File: src/rtl/fetch_pc_gen_if.sv
// fetch_pc_gen_if: predictor, redirect and fetch-queue signals of the fetch PC generator
interface fetch_pc_gen_if #(parameter int W_A = 19);
    logic [W_A-1:0] fetch_pc, btb_target, ras_addr, ex_target, out_pc, out_pred_target;
    logic bp_pred, btb_exist, btb_ras, ras_pop, ex_redirect, out_valid, out_ready, out_pred_taken;
    modport master(
        output fetch_pc, ras_pop, out_valid, out_pc, out_pred_taken, out_pred_target,
        input bp_pred, btb_exist, btb_target, btb_ras, ras_addr, ex_redirect, ex_target, out_ready
    );
    modport slave(
        input fetch_pc, ras_pop, out_valid, out_pc, out_pred_taken, out_pred_target,
        output bp_pred, btb_exist, btb_target, btb_ras, ras_addr, ex_redirect, ex_target, out_ready
    );
endinterface

File: src/rtl/fetch_pc_gen.sv
// fetch_pc_gen: next-PC selection with one-cycle predictor stage (S1) feeding a small fetch queue
module fetch_pc_gen #(
    parameter int W_A      = 19,
    parameter int RESET_PC = 0,
    parameter int FQ_DEPTH = 4,
    parameter int W_FQ     = 2
) (
    input logic           CLK,
    input logic           RST_X,
    input logic           EN,
    fetch_pc_gen_if.master bus
);
    logic [W_A-1:0] pc_q, pc_d, s1_pc, target;
    logic s1_valid, s1_valid_d, taken, acc, deq, full, empty;
    logic [W_A-1:0] q_pc [FQ_DEPTH];
    logic [W_A-1:0] q_tg [FQ_DEPTH];
    logic           q_tk [FQ_DEPTH];
    logic [W_FQ-1:0] wptr, rptr;
    logic [W_FQ:0]   count;

    assign full  = count == (W_FQ+1)'(FQ_DEPTH);
    assign empty = count == '0;
    assign bus.fetch_pc        = pc_q;
    assign bus.out_valid       = EN && !empty;
    assign bus.out_pc          = empty ? '0 : q_pc[rptr];
    assign bus.out_pred_taken  = !empty && q_tk[rptr];
    assign bus.out_pred_target = empty ? '0 : q_tg[rptr];
    assign deq    = bus.out_valid && bus.out_ready;
    assign taken  = bus.btb_exist && (bus.btb_ras || bus.bp_pred);
    assign target = bus.btb_ras ? bus.ras_addr : bus.btb_target;
    assign acc    = EN && s1_valid && !bus.ex_redirect && (!full || deq);
    assign bus.ras_pop = acc && taken && bus.btb_ras;

    // Replay and taken redirects squash the sequential fetch already in flight
    always_comb begin
        pc_d = bus.ex_redirect ? bus.ex_target :
               (s1_valid && !acc) ? s1_pc :
               (acc && taken) ? target : pc_q + W_A'(4);
        s1_valid_d = !bus.ex_redirect && !(s1_valid && !acc) && !(acc && taken);
    end

    always_ff @(posedge CLK or negedge RST_X) begin
        if (!RST_X) begin
            pc_q     <= W_A'(RESET_PC);
            s1_pc    <= '0;
            s1_valid <= 1'b0;
            wptr     <= '0;
            rptr     <= '0;
            count    <= '0;
        end else if (EN) begin
            pc_q     <= pc_d;
            s1_pc    <= pc_q;
            s1_valid <= s1_valid_d;
            if (bus.ex_redirect) begin
                wptr  <= '0;
                rptr  <= '0;
                count <= '0;
            end else begin
                wptr  <= wptr + W_FQ'(acc);
                rptr  <= rptr + W_FQ'(deq);
                count <= count + (W_FQ+1)'(acc) - (W_FQ+1)'(deq);
            end
        end
    end

    always_ff @(posedge CLK) begin
        if (acc) begin
            q_pc[wptr] <= s1_pc;
            q_tk[wptr] <= taken;
            q_tg[wptr] <= taken ? target : '0;
        end
    end
endmodule
File: src/flat_wrapper.sv
// flat-port wrapper written by rule: the top's interface ports become plain ports
module fetch_pc_gen_flat 
#(
    parameter int W_A      = 19,
    parameter int RESET_PC = 0,
    parameter int FQ_DEPTH = 4,
    parameter int W_FQ     = 2
)
  (CLK, RST_X, EN, bus_fetch_pc, bus_ras_pop, bus_out_valid, bus_out_pc, bus_out_pred_taken, bus_out_pred_target, bus_bp_pred, bus_btb_exist, bus_btb_target, bus_btb_ras, bus_ras_addr, bus_ex_redirect, bus_ex_target, bus_out_ready);
  fetch_pc_gen_if #(.W_A(W_A)) bus_i ();
  input logic CLK;
  input logic RST_X;
  input logic EN;
  output wire logic [$bits(bus_i.fetch_pc)-1:0] bus_fetch_pc;
  output wire logic [$bits(bus_i.ras_pop)-1:0] bus_ras_pop;
  output wire logic [$bits(bus_i.out_valid)-1:0] bus_out_valid;
  output wire logic [$bits(bus_i.out_pc)-1:0] bus_out_pc;
  output wire logic [$bits(bus_i.out_pred_taken)-1:0] bus_out_pred_taken;
  output wire logic [$bits(bus_i.out_pred_target)-1:0] bus_out_pred_target;
  input wire logic [$bits(bus_i.bp_pred)-1:0] bus_bp_pred;
  input wire logic [$bits(bus_i.btb_exist)-1:0] bus_btb_exist;
  input wire logic [$bits(bus_i.btb_target)-1:0] bus_btb_target;
  input wire logic [$bits(bus_i.btb_ras)-1:0] bus_btb_ras;
  input wire logic [$bits(bus_i.ras_addr)-1:0] bus_ras_addr;
  input wire logic [$bits(bus_i.ex_redirect)-1:0] bus_ex_redirect;
  input wire logic [$bits(bus_i.ex_target)-1:0] bus_ex_target;
  input wire logic [$bits(bus_i.out_ready)-1:0] bus_out_ready;
  assign bus_fetch_pc = bus_i.fetch_pc;
  assign bus_ras_pop = bus_i.ras_pop;
  assign bus_out_valid = bus_i.out_valid;
  assign bus_out_pc = bus_i.out_pc;
  assign bus_out_pred_taken = bus_i.out_pred_taken;
  assign bus_out_pred_target = bus_i.out_pred_target;
  assign bus_i.bp_pred = bus_bp_pred;
  assign bus_i.btb_exist = bus_btb_exist;
  assign bus_i.btb_target = bus_btb_target;
  assign bus_i.btb_ras = bus_btb_ras;
  assign bus_i.ras_addr = bus_ras_addr;
  assign bus_i.ex_redirect = bus_ex_redirect;
  assign bus_i.ex_target = bus_ex_target;
  assign bus_i.out_ready = bus_out_ready;
  fetch_pc_gen #(.W_A(W_A), .RESET_PC(RESET_PC), .FQ_DEPTH(FQ_DEPTH), .W_FQ(W_FQ)) u_core (.CLK(CLK), .RST_X(RST_X), .EN(EN), .bus(bus_i));
endmodule
File: config.mk
export PLATFORM = sky130hd
export DESIGN_NAME = fetch_pc_gen_flat
export DESIGN_NICKNAME = d
export VERILOG_FILES = /design/src/rtl/fetch_pc_gen_if.sv /design/src/rtl/fetch_pc_gen.sv /design/src/flat_wrapper.sv
export SDC_FILE = /design/constraint.sdc
export NUM_CORES = 1
export LEC_CHECK = 0
export ABC_CLOCK_PERIOD_IN_PS = 11710
export CAP_MARGIN = 20
export CORE_MARGIN = 1.5
export CORE_UTILIZATION = 30
export DETAILED_ROUTE_END_ITERATION = 10
export HOLD_SLACK_MARGIN = 0.05
export PLACE_DENSITY = 0.49
export SLEW_MARGIN = 20
export SYNTH_ARGS = -nofsm -noshare
export SYNTH_HDL_FRONTEND = slang
export SYNTH_SLANG_ARGS = --single-unit
File: constraint.sdc
create_clock -name CLK -period 11.71 [get_ports CLK]
set_clock_uncertainty 0.2 [all_clocks]
set_input_delay 2.9275 -clock CLK [delete_from_list [all_inputs] [get_ports CLK]]
set_output_delay 2.9275 -clock CLK [all_outputs]
set_load 0.03 [all_outputs]
**Run 1: metal 3**

Scale bar: 50 um.
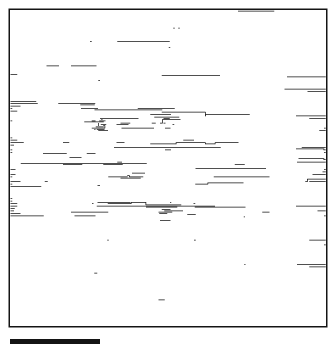
nets with wire on the layer: 102
main direction: horizontal
met3 Use GR: 0.0299
vias: 5734

**Run 1: track usage over the die**

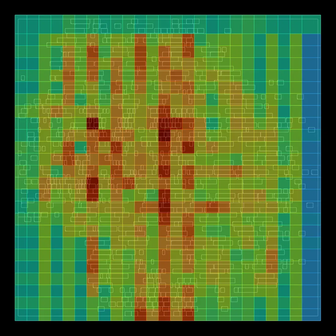
busiest grt layer: met2
met1 Resource Use GR: 0.203

==> results.sh, run 1 <==
# source this file to load flow results
export IMPL_outcome="complete, no violations"
export IMPL_leakagePower_nw=3.84
export IMPL_fmax_mhz=119
export IMPL_pg_clk_mw=0.684
export IMPL_lay_top_cells="156 x edfxtp_1, 122 x clkdlybuf4s50_1, 45 x dfrtp_1, 44 x nor2b_1, 39 x mux4_2"
export IMPL_ys_sh_adder=0.00915
export IMPL_cap_violations=0
export IMPL_cts_resized_gates=0
export IMPL_clockBufferDepth=3
export IMPL_rr_endpoint="u_core.q_pc[1][2]"
export IMPL_track_usage=0.157
export IMPL_wl_per_cell_um=21.5
export IMPL_cts_sinks=202
export IMPL_numSynthFlops=202
export IMPL_crit_buf_inv=3
export IMPL_setup_worst_path_class="in2out"
export IMPL_fin_crit_ns=8.40
export IMPL_largestClassByArea="sequential cells"
export IMPL_final_setup_tns_ns=0
export IMPL_antenna_left=0
export IMPL_synth_avg_cell_area_um2=14.7
export IMPL_place_gp_congestion=0.871
export IMPL_ys_sh_aoi=0.0721
export IMPL_powerComb_mw=0.576
export IMPL_top_cell_area_share=0.519
export IMPL_crit_arrival_ns=5.27
export IMPL_fin_util=0.385
export IMPL_warnings=26
export IMPL_hp_class="reg2reg"
export IMPL_grt_overflow=0
export IMPL_nMultiInputCombCells=350
export IMPL_grt_max_degree=66
export IMPL_dp_hpwl_um=16500
export IMPL_finalClockPeriodUsage=0.717
export IMPL_logic_area_um2=2970
export IMPL_seq_cells=202
export IMPL_cts_buffers=21
export IMPL_slowest_delay_ns=0.68
export IMPL_rrSetupSlack_ns=8.45
export IMPL_io_pins=125
export IMPL_synthCells=613
export IMPL_cpLargestDelayFamily="buffers and inverters"
export IMPL_coreArea_um2=29600
export IMPL_post_cts_setup_buffers=0
export IMPL_grt_pass1_vias=5968
export IMPL_final_nets=803
export IMPL_fp_util=0.304
export IMPL_postPlaceCellArea_um2=10700
export IMPL_clock_power_share=0.318
export IMPL_synth_most_common_cell="edfxtp_1"
export IMPL_synth_cell_types=61
export IMPL_setup_worst_path_end="bus_ras_pop"
export IMPL_critPathMaxFanout=19
export IMPL_clock_buffers=26
export IMPL_ys_seq_share=0.647
export IMPL_edf_count=156
export IMPL_path_common_cell="clkdlybuf4s50_1"
export IMPL_hold_viol_final=0
export IMPL_min_to="u_core.q_pc[2][0]"
export IMPL_setup_slack_ns=3.31
export IMPL_n_antenna_cell=0
export IMPL_whs_path_depth=0
export IMPL_crit_path_start_kind="input pin"
export IMPL_inv_count=20
export IMPL_setup_viol=0
**Run 1: sequential cells coloured by netlist name**

Other sequential cells in the stronger grey, the rest of the logic in the fainter grey.
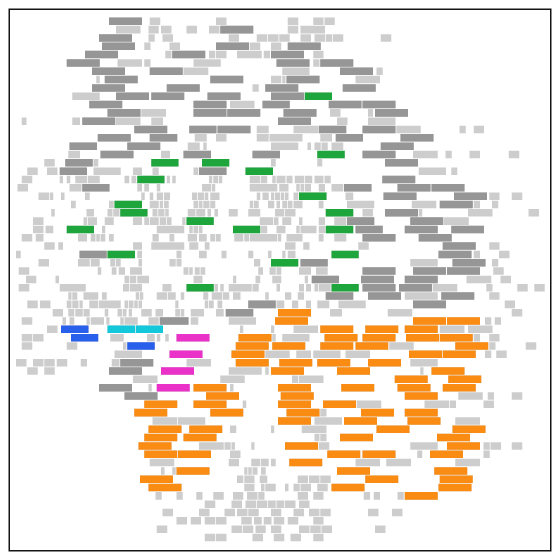
legend:
  `u_core.q_tg`:
    colour: orange
    sequential_cells: 76
  `u_core.bus.fetch_pc`:
    colour: green
    sequential_cells: 19
  `u_core.count`:
    colour: blue
    sequential_cells: 3
  `u_core.q_tk`:
    colour: magenta
    sequential_cells: 4
  `u_core.wptr`:
    colour: cyan
    sequential_cells: 2
Seq area share: 0.512
Seq power: 0.892 mW
register area: 5840 um2

**Run 1: gate families picked out**

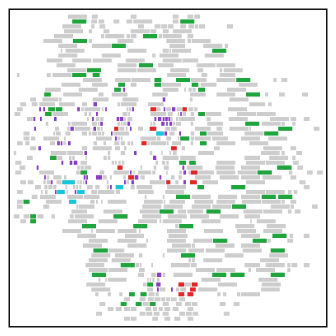
legend:
  nand cells:
    colour: purple
    cells: 68
    most_used: nand2_1
  non-inverting ao/oa cells:
    colour: red
    cells: 16
    most_used: a32o_1
  fa/ha/maj cells:
    colour: cyan
    cells: 6
    most_used: ha_1
    where: west
  mux cells:
    colour: green
    cells: 68
    most_used: mux4_2
    where: all over the die
most frequent logic cell in the layout: edfxtp_1
fin cells: 1136
logic share of the area: 0.260

**Run 1: the metal 2 layer**

Cells faint in the background.
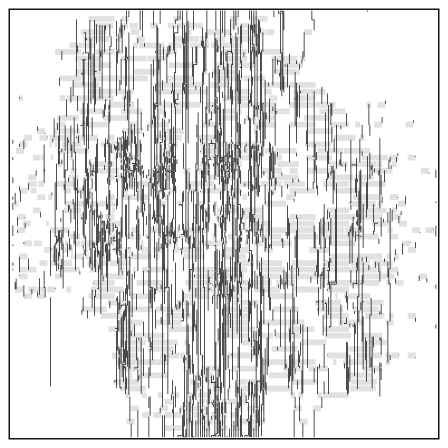

==> inputs of run 2 (changes only) <==
--- a/config.mk
+++ b/config.mk
@@ -5,7 +5,7 @@
 export SDC_FILE = /design/constraint.sdc
 export NUM_CORES = 1
 export LEC_CHECK = 0
-export ABC_CLOCK_PERIOD_IN_PS = 11710
+export ABC_CLOCK_PERIOD_IN_PS = 7850
 export CAP_MARGIN = 20
 export CORE_MARGIN = 1.5
 export CORE_UTILIZATION = 30
==> constraint.sdc (replaced) <==
create_clock -name CLK -period 7.85 [get_ports CLK]
set_clock_uncertainty 0.2 [all_clocks]
set_input_delay 1.9625 -clock CLK [delete_from_list [all_inputs] [get_ports CLK]]
set_output_delay 1.9625 -clock CLK [all_outputs]
set_load 0.03 [all_outputs]
**Run 2: the metal 2 layer**

Cells faint in the background.
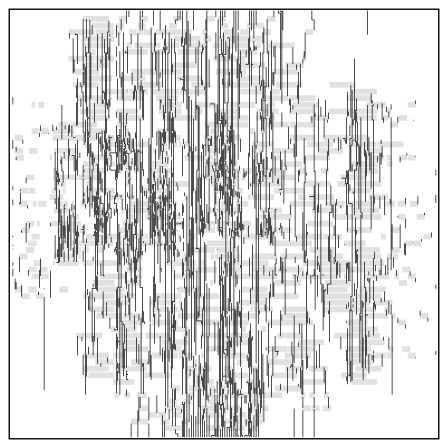
main direction: vertical
longest straight run: 87.0 um

**Run 2: track usage over the die**

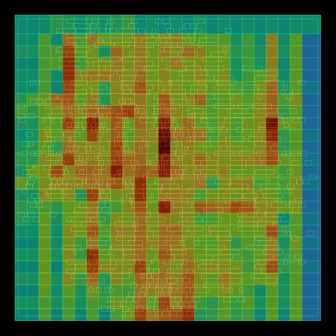
met3 Use GR: 0.0233
wire per inst: 21.5 um
met1 Resource Use GR: 0.208

==> run 2 against run 1 <==
Non-clock buffer count grew 3. Area after synthesis is the same. Highest routed layer unchanged. Utilization grew 0.25 points. Power grew 52%.
==> results.sh, run 2 <==
# source this file to load flow results
export IMPL_outcome="complete, no violations"
export IMPL_holdCritStartpoint="u_core.s1_pc[7]"
export IMPL_whs_path_depth=0
export IMPL_top_cell_area_share=0.519
export IMPL_logic_area_um2=2970
export IMPL_sh_seq_area=0.509
export IMPL_fin_cells=1142
export IMPL_setup_worst_path_end="bus_ras_pop"
export IMPL_final_nets=807
export IMPL_antenna_found_initial=0
export IMPL_postPlaceCellArea_um2=10700
export IMPL_track_usage=0.160
export IMPL_place_gp_congestion=0.833
export IMPL_regArea_um2=5840
export IMPL_seq_cells=202
export IMPL_rrSetupSlack_ns=4.68
export IMPL_numSynthFlops=202
export IMPL_cts_resized_gates=0
export IMPL_cts_sinks=202
export IMPL_lay_top_cells="156 x edfxtp_1, 122 x clkdlybuf4s50_1, 45 x dfrtp_1, 44 x nor2b_1, 39 x mux4_2"
export IMPL_holdWs_ns=0.357
export IMPL_slowest_delay_ns=0.68
export IMPL_setup_slack_ns=1.37
export IMPL_grt_overflow=0
export IMPL_crit_path_start_kind="input pin"
export IMPL_fin_crit_ns=6.48
export IMPL_startpoint="bus_ex_redirect"
export IMPL_clkCellAreaFrac=0.0663
export IMPL_grt_busiest_layer="met2"
export IMPL_clock_power_share=0.329
export IMPL_dp_cells=1102
export IMPL_crit_buf_inv=5
export IMPL_min_to="u_core.q_pc[2][7]"
export IMPL_dp_hpwl_um=16500
export IMPL_ir_worst_vdd_v=0.000148
export IMPL_post_cts_setup_buffers=0
export IMPL_largestClassByArea="sequential cells"
export IMPL_vias=5732
export IMPL_grt_pass1_vias=5939
export IMPL_cts_buffers=22
export IMPL_cpLargestDelayFamily="buffers and inverters"
export IMPL_io_pins=125
export IMPL_edf_count=156
export IMPL_path_depth=8
export IMPL_inv_count=20
export IMPL_hp_class="reg2reg"
export IMPL_lay_top_count="edfxtp_1"
export IMPL_fp_util=0.304
export IMPL_crit_arrival_ns=4.32
export IMPL_ys_sh_aoi=0.0721
export IMPL_cap_violations=0
export IMPL_synth_cell_types=61
export IMPL_final_setup_tns_ns=0
export IMPL_setup_viol=0
export IMPL_coreArea_um2=29600
export IMPL_antenna_left=0
export IMPL_grt_pass1_wl_um=37200
export IMPL_p_seq_mw=1.32
export IMPL_finalClockPeriodUsage=0.825
export IMPL_clock_buffers=31
export IMPL_hold_viol_final=0
export IMPL_warnings=26
export IMPL_nMultiInputCombCells=350
export IMPL_powerComb_mw=0.868
export IMPL_ys_seq_share=0.647
export IMPL_setup_worst_path_class="in2out"
export IMPL_leakagePower_nw=3.88
export IMPL_clockBufferDepth=3
export IMPL_synth_avg_cell_area_um2=14.7
export IMPL_grt_max_degree=65
export IMPL_highest_layer="met4"
export IMPL_synth_most_common_cell="edfxtp_1"
export IMPL_ys_sh_adder=0.00915
export IMPL_fmax_mhz=154
export IMPL_synthCells=613
export IMPL_comb_area_frac=0.258
**Run 2: metal 3**

Scale bar: 50 um.
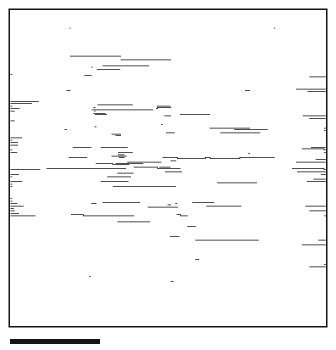

==> inputs of run 3 (changes only) <==
--- a/config.mk
+++ b/config.mk
@@ -5,7 +5,7 @@
 export SDC_FILE = /design/constraint.sdc
 export NUM_CORES = 1
 export LEC_CHECK = 0
-export ABC_CLOCK_PERIOD_IN_PS = 7850
+export ABC_CLOCK_PERIOD_IN_PS = 6190
 export CAP_MARGIN = 20
 export CORE_MARGIN = 1.5
 export CORE_UTILIZATION = 30
==> constraint.sdc (replaced) <==
create_clock -name CLK -period 6.19 [get_ports CLK]
set_clock_uncertainty 0.2 [all_clocks]
set_input_delay 1.5475 -clock CLK [delete_from_list [all_inputs] [get_ports CLK]]
set_output_delay 1.5475 -clock CLK [all_outputs]
set_load 0.03 [all_outputs]
**Run 3: metal 3**

Scale bar: 50 um.
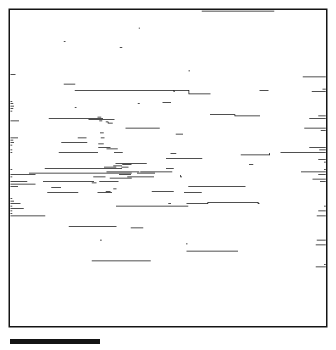
final WL: 24700 um
vias: 5713
met3 Use GR: 0.0215

==> run 3 against run 2 <==
Wire length is 0.64% higher. Worst hold slack better by 0.00097 ns. Design area is 0.32% higher. Sequential share of layout area is 0.16 points lower. Non-clock buffer count is 3 higher. Die area stayed put. Global-route usage hardly changed. Sequential power is 29% higher. Power is 27% higher. Setup slack worse by 0.38 ns. Area after synthesis stayed put.
==> results.sh, run 3 <==
# source this file to load flow results
export IMPL_rrSetupSlack_ns=2.93
export IMPL_required_ns=4.44
export IMPL_largestClassByArea="sequential cells"
export IMPL_power_top_group="registers"
export IMPL_simple_gate_share=0.0965
export IMPL_pg_clk_mw=1.36
export IMPL_setup_worst_path_end="bus_ras_pop"
export IMPL_coreArea_um2=29600
export IMPL_lay_top_count="edfxtp_1"
export IMPL_setup_slack_ns=0.990
export IMPL_tap_cells=390
export IMPL_synth_cell_types=61
export IMPL_logic_area_um2=2970
export IMPL_cpLargestDelayFamily="simple AND/OR/NAND/NOR gates"
export IMPL_yosys_cells=613
export IMPL_fin_cells=1146
export IMPL_comb_area_frac=0.258
export IMPL_cts_sinks=202
export IMPL_antenna_found_initial=0
export IMPL_path_cells="clkdlybuf4s50_1 -> or4b_4 -> nand3_2 -> inv_1 -> and3_1 -> buf_12"
export IMPL_synthCells=613
export IMPL_startpoint="bus_out_ready"
export IMPL_clockBufferDepth=3
export IMPL_final_nets=811
export IMPL_final_setup_tns_ns=0
export IMPL_crit_path_start_kind="input pin"
export IMPL_ir_worst_vdd_v=0.000184
export IMPL_grt_max_degree=47
export IMPL_edf_count=156
export IMPL_place_gp_congestion=0.844
export IMPL_cts_resized_gates=0
export IMPL_holdCritStartpoint="u_core.count[2]"
export IMPL_cts_root_buffer="clkbuf_16"
export IMPL_ys_seq_share=0.647
export IMPL_seq_cells=202
export IMPL_crit_arrival_ns=3.45
export IMPL_cts_tree="done"
export IMPL_fin_crit_ns=5.20
export IMPL_path_depth=6
export IMPL_rr_startpoint="u_core.s1_valid"
export IMPL_ff_type="edfxtp_1"
export IMPL_finalClockPeriodUsage=0.840
export IMPL_inv_count=20
export IMPL_postPlaceCellArea_um2=10700
export IMPL_n_antenna_cell=0
export IMPL_detail_route_vias_per_cell=4.99
export IMPL_holdWs_ns=0.358
export IMPL_grt_overflow=0
export IMPL_dp_hpwl_um=17200
export IMPL_buf_share=0.120
export IMPL_antenna_left=0
export IMPL_reg_top3="u_core.q_pc: 76 flops, u_core.q_tg: 76 flops"
export IMPL_ys_sh_aoi=0.0721
export IMPL_post_cts_setup_buffers=0
export IMPL_regArea_um2=5840
export IMPL_yosys_top_cells_count="156 x edfxtp_1, 46 x dfrtp_1, 45 x nor2b_1"
export IMPL_clock_power_share=0.328
export IMPL_use_met2=0.281
export IMPL_topCellsByArea="edfxtp_1 52%, dfrtp_1 13%, mux4_2 9.7%, nor2b_1 3.1%, mux2_2 2.4%"
export IMPL_ff2ff_path_depth=5
export IMPL_numSynthFlops=202
export IMPL_n_all_buffers=143
export IMPL_die_area_um2=31100
export IMPL_whs_path_depth=1
export IMPL_setup_worst_path_class="in2out"
export IMPL_async_reset_ff_frac=0.228
export IMPL_clk_pin_slew_ns=0.06
export IMPL_hold_viol_final=0
export IMPL_hold_buffers=0
export IMPL_hp_class="reg2reg"
export IMPL_grt_pass1_vias=5927
export IMPL_die_w_um=176
export IMPL_synth_most_common_cell="edfxtp_1"
export IMPL_drtIter0Drc=465
export IMPL_highest_layer="met4"
export IMPL_p_seq_mw=1.70
export IMPL_grt_busiest_layer="met2"
export IMPL_leakagePower_nw=3.90
export IMPL_rows=63
export IMPL_tightest_slew_ns=0.866
export IMPL_synth_nets=684
export IMPL_cap_violations=0
export IMPL_outcome="complete, no violations"
export IMPL_logic_family="multiplexers"
export IMPL_nMultiInputCombCells=350
export IMPL_seqPwrFrac=0.409
export IMPL_ys_sh_adder=0.00915
export IMPL_htree_levels=1
export IMPL_drive_gt1_frac=0.175
export IMPL_grt_setup_unrepaired="no"
export IMPL_portBuffers=124
export IMPL_rr_endpoint="u_core.q_pc[1][4]"
export IMPL_syn_to_final_growth_pct=27.6
export IMPL_sh_seq_area=0.507
export IMPL_cts_buffers=23
export IMPL_grt_pass1_wl_um=37000
export IMPL_fmax_mhz=192
export IMPL_slowest_delay_ns=0.67
export IMPL_power_density_nw_per_um2=360
export IMPL_yosysWarningCount=0
export IMPL_p_sw_mw=1.28
export IMPL_critPathMaxFanout=19
export IMPL_clock_buffers=30
export IMPL_ys_area_um2=9020
export IMPL_p_total_mw=4.15
export IMPL_insertion_delay_ns=0.50
export IMPL_synth_avg_cell_area_um2=14.7
export IMPL_maxSlewHeadroom=0.422
export IMPL_lay_top_cells="156 x edfxtp_1, 121 x clkdlybuf4s50_1, 45 x dfrtp_1, 44 x nor2b_1, 39 x mux4_2"
export IMPL_top_cell_area_share=0.519
export IMPL_warnings=26
export IMPL_min_to="u_core.count[2]"
export IMPL_io_pins=125
export IMPL_fp_util=0.304
export IMPL_crit_buf_inv=3
export IMPL_pre_cts_ws_ns=1.00
export IMPL_route_met3_wl_um=1120
export IMPL_syn_cell_area_um2=9020
export IMPL_powerComb_mw=1.09
export IMPL_setup_viol=0
export IMPL_clkCellAreaFrac=0.0664
export IMPL_fin_area_um2=11500
export IMPL_dp_cells=1105
**Run 3: track usage over the die**

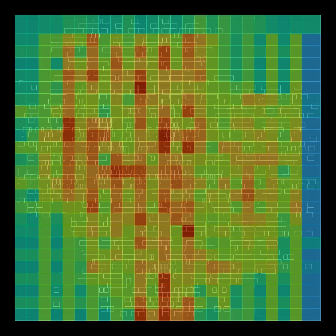
All-Layer GR Usage: 0.160
met1 Resource Use GR: 0.210
wire per inst: 21.5 um
Core Util, Final: 0.388

Power is estimated from default activity; no workload was simulated.
